File: src/rtl/pc_stack_ctrl_if.sv
// Control-flow bus between the instruction decoder (master) and the PC sequencer (slave).
interface pc_stack_ctrl_if #(
    parameter int unsigned PC_W  = 11,
    parameter int unsigned DEPTH = 8
);
    logic [1:0]                     op;
    logic                           op_valid;
    logic [PC_W-1:0]                target;
    logic                           stall;
    logic                           err_clr;
    logic [PC_W-1:0]                pc;
    logic                           fetch_en;
    logic                           flush;
    logic [$clog2(DEPTH+1)-1:0]     stack_depth;
    logic                           overflow;
    logic                           underflow;

    modport master (
        output op, op_valid, target, stall, err_clr,
        input  pc, fetch_en, flush, stack_depth, overflow, underflow
    );

    modport slave (
        input  op, op_valid, target, stall, err_clr,
        output pc, fetch_en, flush, stack_depth, overflow, underflow
    );
endinterface

File: src/rtl/pc_stack_ctrl.sv
// Program-counter sequencer with circular return-address stack; every taken
// branch is followed by one flush cycle.
module pc_stack_ctrl #(
    parameter int unsigned PC_W  = 11,
    parameter int unsigned DEPTH = 8
) (
    input  logic           clk,
    input  logic           reset,
    pc_stack_ctrl_if.slave bus
);
    localparam int unsigned SP_W = $clog2(DEPTH);
    localparam int unsigned DW   = $clog2(DEPTH + 1);

    localparam logic [1:0] OpNext = 2'b00;
    localparam logic [1:0] OpGoto = 2'b01;
    localparam logic [1:0] OpCall = 2'b10;
    localparam logic [1:0] OpRet  = 2'b11;

    typedef enum logic {StRun, StFlush} state_e;

    state_e          state_q, state_d;
    logic [PC_W-1:0] pc_q, pc_d, pc_inc;
    logic [SP_W-1:0] sp_q, sp_d, sp_dec;
    logic [DW-1:0]   depth_q, depth_d;
    logic            ovf_q, ovf_d, unf_q, unf_d;
    logic            push, ovf_evt, unf_evt, full, empty;
    logic [PC_W-1:0] mem [DEPTH];

    assign pc_inc = pc_q + PC_W'(1);
    assign sp_dec = sp_q - SP_W'(1);
    assign full   = (depth_q == DW'(DEPTH));
    assign empty  = (depth_q == '0);

    always_comb begin
        state_d = state_q;
        pc_d    = pc_q;
        sp_d    = sp_q;
        depth_d = depth_q;
        push    = 1'b0;
        ovf_evt = 1'b0;
        unf_evt = 1'b0;
        if (!bus.stall) begin
            unique case (state_q)
                StFlush: begin
                    pc_d    = pc_inc;
                    state_d = StRun;
                end
                StRun: begin
                    pc_d = pc_inc;
                    if (bus.op_valid) begin
                        unique case (bus.op)
                            OpNext: ;
                            OpGoto: begin
                                pc_d    = bus.target;
                                state_d = StFlush;
                            end
                            OpCall: begin
                                // A full stack still pushes, overwriting the oldest entry.
                                push    = 1'b1;
                                sp_d    = sp_q + SP_W'(1);
                                pc_d    = bus.target;
                                state_d = StFlush;
                                if (full) ovf_evt = 1'b1;
                                else      depth_d = depth_q + DW'(1);
                            end
                            OpRet: begin
                                // An empty stack still pops the stale circular entry.
                                sp_d    = sp_dec;
                                pc_d    = mem[sp_dec];
                                state_d = StFlush;
                                if (empty) unf_evt = 1'b1;
                                else       depth_d = depth_q - DW'(1);
                            end
                        endcase
                    end
                end
            endcase
        end
        ovf_d = (ovf_q & ~bus.err_clr) | ovf_evt;
        unf_d = (unf_q & ~bus.err_clr) | unf_evt;
    end

    always_ff @(posedge clk or negedge reset) begin
        if (!reset) begin
            state_q <= StRun;
            pc_q    <= '0;
            sp_q    <= '0;
            depth_q <= '0;
            ovf_q   <= 1'b0;
            unf_q   <= 1'b0;
        end else begin
            state_q <= state_d;
            pc_q    <= pc_d;
            sp_q    <= sp_d;
            depth_q <= depth_d;
            ovf_q   <= ovf_d;
            unf_q   <= unf_d;
        end
    end

    always_ff @(posedge clk) begin
        if (push) mem[sp_q] <= pc_inc;
    end

    assign bus.pc          = pc_q;
    assign bus.fetch_en    = reset & ~bus.stall;
    assign bus.flush       = (state_q == StFlush);
    assign bus.stack_depth = depth_q;
    assign bus.overflow    = ovf_q;
    assign bus.underflow   = unf_q;
endmodule

File: src/flat_wrapper.sv
// flat-port wrapper written by rule: the top's interface ports become plain ports
module pc_stack_ctrl_flat 
#(
    parameter int unsigned PC_W  = 11,
    parameter int unsigned DEPTH = 8
)
  (clk, reset, bus_op, bus_op_valid, bus_target, bus_stall, bus_err_clr, bus_pc, bus_fetch_en, bus_flush, bus_stack_depth, bus_overflow, bus_underflow);
  pc_stack_ctrl_if #(.PC_W(PC_W), .DEPTH(DEPTH)) bus_i ();
  input  logic clk;
  input  logic reset;
  input wire logic [$bits(bus_i.op)-1:0] bus_op;
  input wire logic [$bits(bus_i.op_valid)-1:0] bus_op_valid;
  input wire logic [$bits(bus_i.target)-1:0] bus_target;
  input wire logic [$bits(bus_i.stall)-1:0] bus_stall;
  input wire logic [$bits(bus_i.err_clr)-1:0] bus_err_clr;
  output wire logic [$bits(bus_i.pc)-1:0] bus_pc;
  output wire logic [$bits(bus_i.fetch_en)-1:0] bus_fetch_en;
  output wire logic [$bits(bus_i.flush)-1:0] bus_flush;
  output wire logic [$bits(bus_i.stack_depth)-1:0] bus_stack_depth;
  output wire logic [$bits(bus_i.overflow)-1:0] bus_overflow;
  output wire logic [$bits(bus_i.underflow)-1:0] bus_underflow;
  assign bus_i.op = bus_op;
  assign bus_i.op_valid = bus_op_valid;
  assign bus_i.target = bus_target;
  assign bus_i.stall = bus_stall;
  assign bus_i.err_clr = bus_err_clr;
  assign bus_pc = bus_i.pc;
  assign bus_fetch_en = bus_i.fetch_en;
  assign bus_flush = bus_i.flush;
  assign bus_stack_depth = bus_i.stack_depth;
  assign bus_overflow = bus_i.overflow;
  assign bus_underflow = bus_i.underflow;
  pc_stack_ctrl #(.PC_W(PC_W), .DEPTH(DEPTH)) u_core (.clk(clk), .reset(reset), .bus(bus_i));
endmodule
File: config.mk
export PLATFORM = sky130hd
export DESIGN_NAME = pc_stack_ctrl_flat
export DESIGN_NICKNAME = d
export VERILOG_FILES = /design/src/rtl/pc_stack_ctrl_if.sv /design/src/rtl/pc_stack_ctrl.sv /design/src/flat_wrapper.sv
export SDC_FILE = /design/constraint.sdc
export NUM_CORES = 1
export LEC_CHECK = 0
export CORE_UTILIZATION = 60
export CTS_BUF_LIST = sky130_fd_sc_hd__clkbuf_4 sky130_fd_sc_hd__clkbuf_8
export CTS_CLUSTER_DIAMETER = 100
export DETAILED_ROUTE_END_ITERATION = 8
export GPL_TIMING_DRIVEN = 0
export PLACE_DENSITY = 0.79
export SYNTH_ARGS = -nofsm -noshare
export SYNTH_HDL_FRONTEND = slang
export SYNTH_SLANG_ARGS = --single-unit
File: constraint.sdc
create_clock -name clk -period 3 [get_ports clk]
set_input_delay 0.45 -clock clk [delete_from_list [all_inputs] [get_ports clk]]
set_output_delay 0.45 -clock clk [all_outputs]
set_load 0.02 [all_outputs]
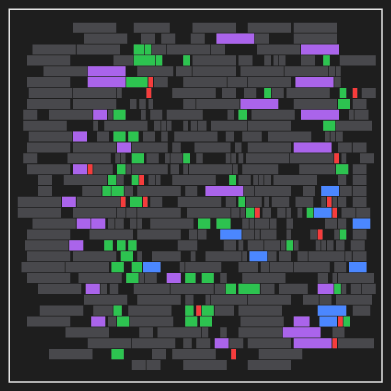
Run 1: logic cells by family
(4 px per µm)
purple -> mux cells  # cells 25, most used mux2i_1, where spread over the die
blue -> fa/ha/maj cells  # cells 9, most used ha_1
green -> aoi and oai cells  # cells 52, most used a21oi_1
red -> inv cells  # cells 16, most used inv_1

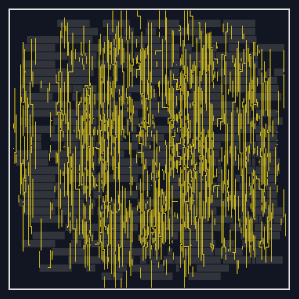
Run 1: M2 wires
(3 px per µm) Cells faint in the background.
nets with wire on the layer = 359
longest straight run = 61.5 µm

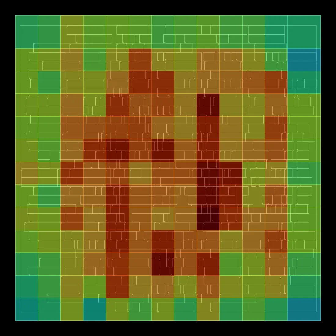
Run 1: routing congestion map
Total GRT Usage: 0.301
fin util: 0.726
met1 usage: 0.414
WL/cell: 23.7 µm

==> results_dict.tcl, run 1 <==
# yosys + openroad results
set metrics [dict create \
    ys.warnings.count 0 \
    fin_crit_sh 0.942 \
    clk_pin_slew_worst_paths_ns 0.10 \
    p_sw_mw 1.75 \
    logic_gate_count 201 \
    gp_congestion 0.873 \
    crit_path_top_delay_cell "nor2_1" \
    tapCellCount 102 \
    flop-count 109 \
    start_kind "primary input" \
    clock_area_frac 0.0347 \
    p_leak_nw 2.02 \
    hold_viol 0 \
    root_buffer "clkbuf_8" \
    fin_area_um2 5700 \
    cap_violations 0 \
    run_status "completed" \
    mi_logic_area_um2 1620 \
    cp-endpoint "u_core.mem[4][6]" \
    cts_tree "done" \
    avgSynthCellArea_um2 14.4 \
    p_int_mw 3.09 \
    met2_length_mm 5.87 \
]
--- run 2 (diff from run 1) ---
Settings changed: TNS_END_PERCENT from default to 50.
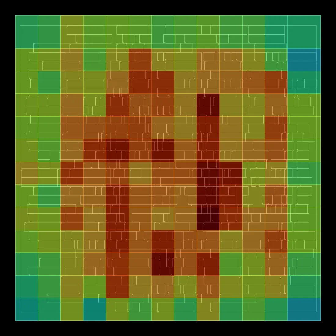
Run 2: routing congestion map
met2 Resource Use GR: 0.479
global routing's busiest layer: met2
routing usage on met3: 0.0419

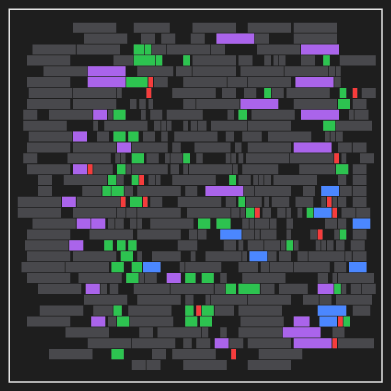
Run 2: logic cells by family
(4 px per µm)
red -> inv cells  # cells 16, most used inv_1
purple -> mux cells  # cells 25, most used mux2i_1, where spread over the die
green -> aoi and oai cells  # cells 52, most used a21oi_1
blue -> fa/ha/maj cells  # cells 9, most used ha_1

==> results_dict.tcl, run 2 <==
# yosys + openroad results
set metrics [dict create \
    start_kind "primary input" \
    run_status "completed" \
    die-area_um2 8620 \
    tapCellCount 102 \
    htreeDepth 3 \
    met2_length_mm 5.87 \
    p_sw_mw 1.75 \
    fin_area_um2 5700 \
    fin_crit_sh 0.942 \
    mi_logic_area_um2 1620 \
    ys.warnings.count 0 \
    flop-count 109 \
    wl_per_cell_um 23.7 \
    gp_congestion 0.873 \
    p_leak_nw 2.02 \
    xor_share 0.0334 \
    p_int_mw 3.09 \
    use_met1 0.414 \
    mostFrequentLayoutCells "edfxtp_1, clkdlybuf4s50_1, nand2_1" \
    final_util 0.726 \
    hold_viol 0 \
    cts_buffers 9 \
    clk_pin_slew_worst_paths_ns 0.10 \
    crit_path_top_delay_cell "nor2_1" \
    post_cts_buffers 0 \
    grt_util_all_layers 0.301 \
    root_buffer "clkbuf_8" \
    clock_area_frac 0.0347 \
    ant_nets 0 \
    bufAreaShareNonClock 0.0916 \
    cts_tree "done" \
    avgSynthCellArea_um2 14.4 \
    clk-power_mw 0.904 \
    grt_max_degree 23 \
]
--- run 3 (diff from run 2) ---
Settings changed: MAX_ROUTING_LAYER from default to met4.
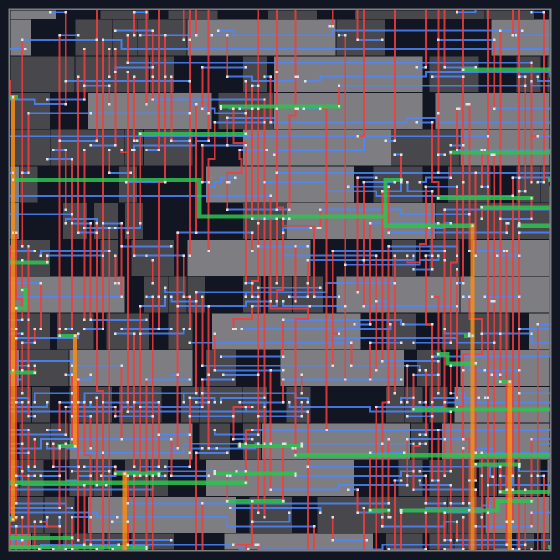
Run 3: close-up of the layout
Region (26, 45) to (66, 85) µm. Cells in grey, sequential cells in the stronger grey; small squares are vias.
blue -> metal 1
orange -> metal 4
green -> metal 3
red -> metal 2
netlist names of flops here include = `u_core.mem` (17), `u_core.bus.pc` (6)
most frequent = edfxtp_1 (17), nand2_1 (10), nand3_1 (9)
sequential cells in the window = 25
cells with their middle in the window = 101

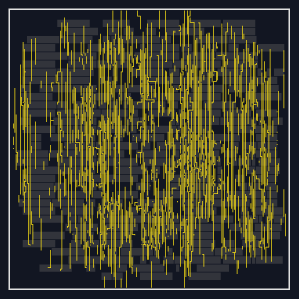
Run 3: M2 wires
(3 px per µm) Cells faint in the background.
wire length on this layer = 5870 µm
share of all routed wire = 49%
longest straight run = 61.5 µm
nets with wire on the layer = 357
main direction = vertical

==> results_dict.tcl, run 3 <==
# yosys + openroad results
set metrics [dict create \
    run_status "completed" \
    die-area_um2 8620 \
    fin_crit_sh 0.940 \
    grt_max_degree 23 \
    ys.warnings.count 0 \
    flop-count 109 \
    tapCellCount 102 \
    boundaryPins 37 \
    fin_area_um2 5700 \
    clk-power_mw 0.908 \
    met2_length_mm 5.87 \
    cts_buffers 9 \
    use_met1 0.415 \
    crit_path_top_delay_cell "nor2_1" \
    wl_per_cell_um 23.8 \
    grt_pass1_wl_mm 18.2 \
    use_met3 0.0509 \
    hold_viol 0 \
    clk_pin_slew_worst_paths_ns 0.10 \
    largestClassByArea "flip-flops and latches" \
    p_sw_mw 1.76 \
    p_int_mw 3.09 \
    clock_area_frac 0.0347 \
    root_buffer "clkbuf_8" \
    htreeDepth 3 \
    grt_util_all_layers 0.310 \
    mostFrequentLayoutCells "edfxtp_1, clkdlybuf4s50_1, nand2_1" \
    p_leak_nw 2.02 \
    finalSetupViolCount 0 \
    fp_nets 371 \
    cts.repair.resized 1 \
    seq_share 0.556 \
    mi_logic_area_um2 1620 \
    ant_nets 0 \
    start_kind "primary input" \
    final_util 0.726 \
    xor_share 0.0334 \
    gp_congestion 0.887 \
]
